==> config.mk <==
export PLATFORM = sky130hd
export DESIGN_NAME = io_poll_accumulator
export DESIGN_NICKNAME = d
export VERILOG_FILES = /design/src/rtl/io_poll_accumulator.sv
export SDC_FILE = /design/constraint.sdc
export NUM_CORES = 1
export LEC_CHECK = 0
export CAP_MARGIN = 40
export CELL_PAD_IN_SITES_DETAIL_PLACEMENT = 0
export CELL_PAD_IN_SITES_GLOBAL_PLACEMENT = 1
export CORE_ASPECT_RATIO = 1.2
export CORE_MARGIN = 8
export CORE_UTILIZATION = 41
export CTS_BUF_LIST = sky130_fd_sc_hd__clkbuf_4 sky130_fd_sc_hd__clkbuf_8 sky130_fd_sc_hd__clkbuf_16
export DETAILED_ROUTE_END_ITERATION = 10
export PLACE_DENSITY_LB_ADDON = 0.05
export SLEW_MARGIN = 5
export SYNTH_ARGS = -nofsm -noshare
export SYNTH_HDL_FRONTEND = slang
export SYNTH_SLANG_ARGS = --single-unit
==> constraint.sdc <==
create_clock -name clock -period 2.9 [get_ports clock]
set_clock_uncertainty 0.15 [all_clocks]
set_input_delay 0.58 -clock clock [delete_from_list [all_inputs] [get_ports clock]]
set_output_delay 0.58 -clock clock [all_outputs]
set_load 0.01 [all_outputs]
==> run_1/closeup.png <==
Region (25, 11) to (65, 51) um. Cells in grey, sequential cells in the stronger grey; small squares are vias.
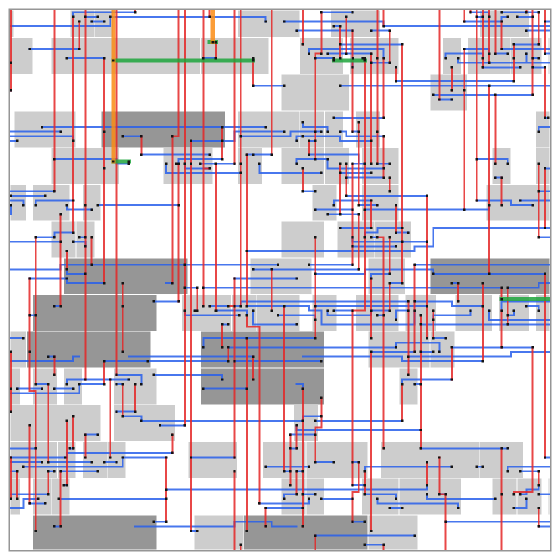
legend:
  M2:
    colour: red
  M3:
    colour: green
  M4:
    colour: orange
  M1:
    colour: blue
most frequent: nand2_1 (9), ha_1 (9), dfrtp_1 (9)
cells with their middle in the window: 86
sequential cells in the window: 9

==> run_1/layers.png <==
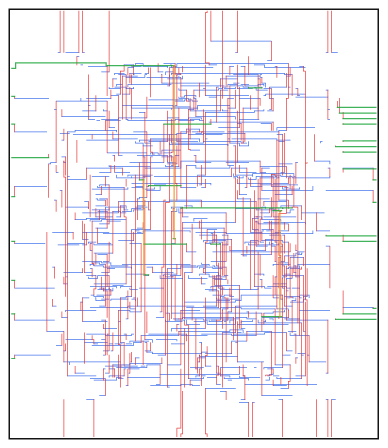
legend:
  M3:
    colour: green
    wire_length: 235 um
  M2:
    colour: red
    wire_length: 2,860 um
  M4:
    colour: orange
    wire_length: 91.1 um
  M1:
    colour: blue
    wire_length: 2,800 um
detailed-route via count: 2,085
Total GRT Usage: 0.139
Detailed Route WL: 5.98 mm

==> run_1/clock_wires.png <==
Bar = 20 um.
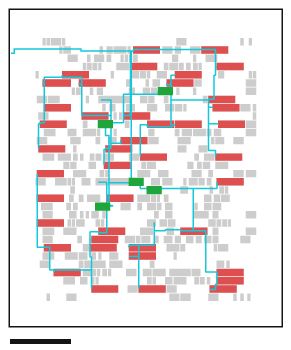
legend:
  clock-net drivers:
    colour: green
    count: 5
  flip-flops:
    colour: red
    count: 42
  clock wires:
    colour: cyan
    length: 620 um
flops lie: all over the die
clk pwr: 0.561 mW
clock power share: 0.190
Late-Pin Clk Latency: 300 ps

==> flow_summary.ini, run 1 <==
; yosys + openroad results
[placement]
placed_cell_area_um2 = 3020
dp_cells = 390

[die]
io_pins = 46
row_count = 32
dieHeight_um = 104

[clock_network]
post_cts_resized = 0
htree_levels = 2
cts_hold_buf = 0
post-cts-setup-buffer-count = 0
cts_buffers = 5

[routing]
wl_met1_mm = 2.80
wl_met2_mm = 2.86

[timing]
slew_headroom = 0.607
timing.final.crit_share = 0.883
setup_tns_ps = 0
max_freq_ghz = 0.390

[synthesis]
top_cells_by_area = dfrtp_1, ha_1, o21ai_0, buf_4, nand2_1
syn_avg_cell_area_um2 = 9.56
mux_share = 0.0455
flop_cell = dfrtp_1
yosysWarnings = 0
async_flop_share = 1.00
yosys.area.top_type = dfrtp_1
ys_cells = 279
synthCells = 279

[power]
pg_comb_mw = 1.39
vdd_drop_max_v = 0.000539
p_per_area_nw_per_um2 = 929
seqPwrFrac = 0.339
maxPowerGroup = combinational logic
internal_power_mw = 1.81
swShare = 0.385
leakage_nw = 1.48

[final_layout]
clk_share = 0.0433
largest_register_ffs = 12
finalNetCount = 348
seq_share = 0.331
final_area_um2 = 3180
inv_count = 11
multi_input_comb_cells = 216
final-comb-area_um2 = 1480
instances_no_fill = 400
buf_share = 0.114
area_delta_synth_final_pct = 19.1
sh_comb_area = 0.465

[global_route]
grt_pass1_wl_mm = 10.2
grtUsageMet2 = 0.218

[setup_path]
slowest_delay_ps = 420
worst-path-stages = 9

[outcome]
status = completed
==> run 2, diff against run 1 <==
--- a/config.mk
+++ b/config.mk
@@ -13,6 +13,7 @@
 export CORE_UTILIZATION = 41
 export CTS_BUF_LIST = sky130_fd_sc_hd__clkbuf_4 sky130_fd_sc_hd__clkbuf_8 sky130_fd_sc_hd__clkbuf_16
 export DETAILED_ROUTE_END_ITERATION = 10
+export GPL_ROUTABILITY_DRIVEN = 0
 export PLACE_DENSITY_LB_ADDON = 0.05
 export SLEW_MARGIN = 5
 export SYNTH_ARGS = -nofsm -noshare
==> run_2/layers.png <==
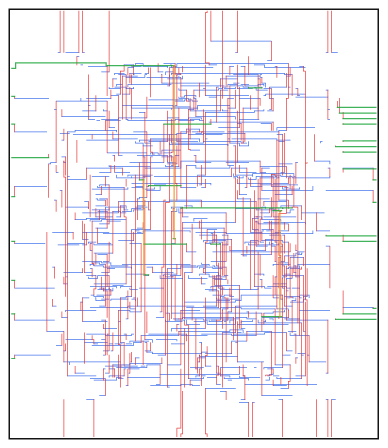
legend:
  M2:
    colour: red
    wire_length: 2,860 um
  M3:
    colour: green
    wire_length: 235 um
  M1:
    colour: blue
    wire_length: 2,800 um
  M4:
    colour: orange
    wire_length: 91.1 um
Avg WL per Cell: 15.0 um

==> flow_summary.ini, run 2 <==
; yosys + openroad results
[clock_network]
cts_buffers = 5
clk_latency_ps = 300
htree_levels = 2

[die]
dieHeight_um = 104

[final_layout]
area_delta_synth_final_pct = 19.1
sh_comb_area = 0.465
inv_count = 11
buf_share = 0.114
multi_input_comb_cells = 216
finalNetCount = 348
final-comb-area_um2 = 1480
seq_share = 0.331

[power]
p_per_area_nw_per_um2 = 929
maxPowerGroup = combinational logic
swShare = 0.385
internal_power_mw = 1.81
vdd_drop_max_v = 0.000539
p_clk_frac = 0.190
seqPwrFrac = 0.339

[routing]
wl_met1_mm = 2.80
totalWireLength_mm = 5.98
vias = 2085
wl_met2_mm = 2.86

[synthesis]
flop_cell = dfrtp_1
synthCells = 279
mux_share = 0.0455
yosysWarnings = 0

[timing]
setup_tns_ps = 0
timing.final.crit_share = 0.883
slew_headroom = 0.607

[global_route]
grtUsageMet2 = 0.218
grt_pass1_wl_mm = 10.2

[placement]
dp_cells = 390

[outcome]
status = completed

[setup_path]
slowest_delay_ps = 420
Power and IR drop assume default switching activity.
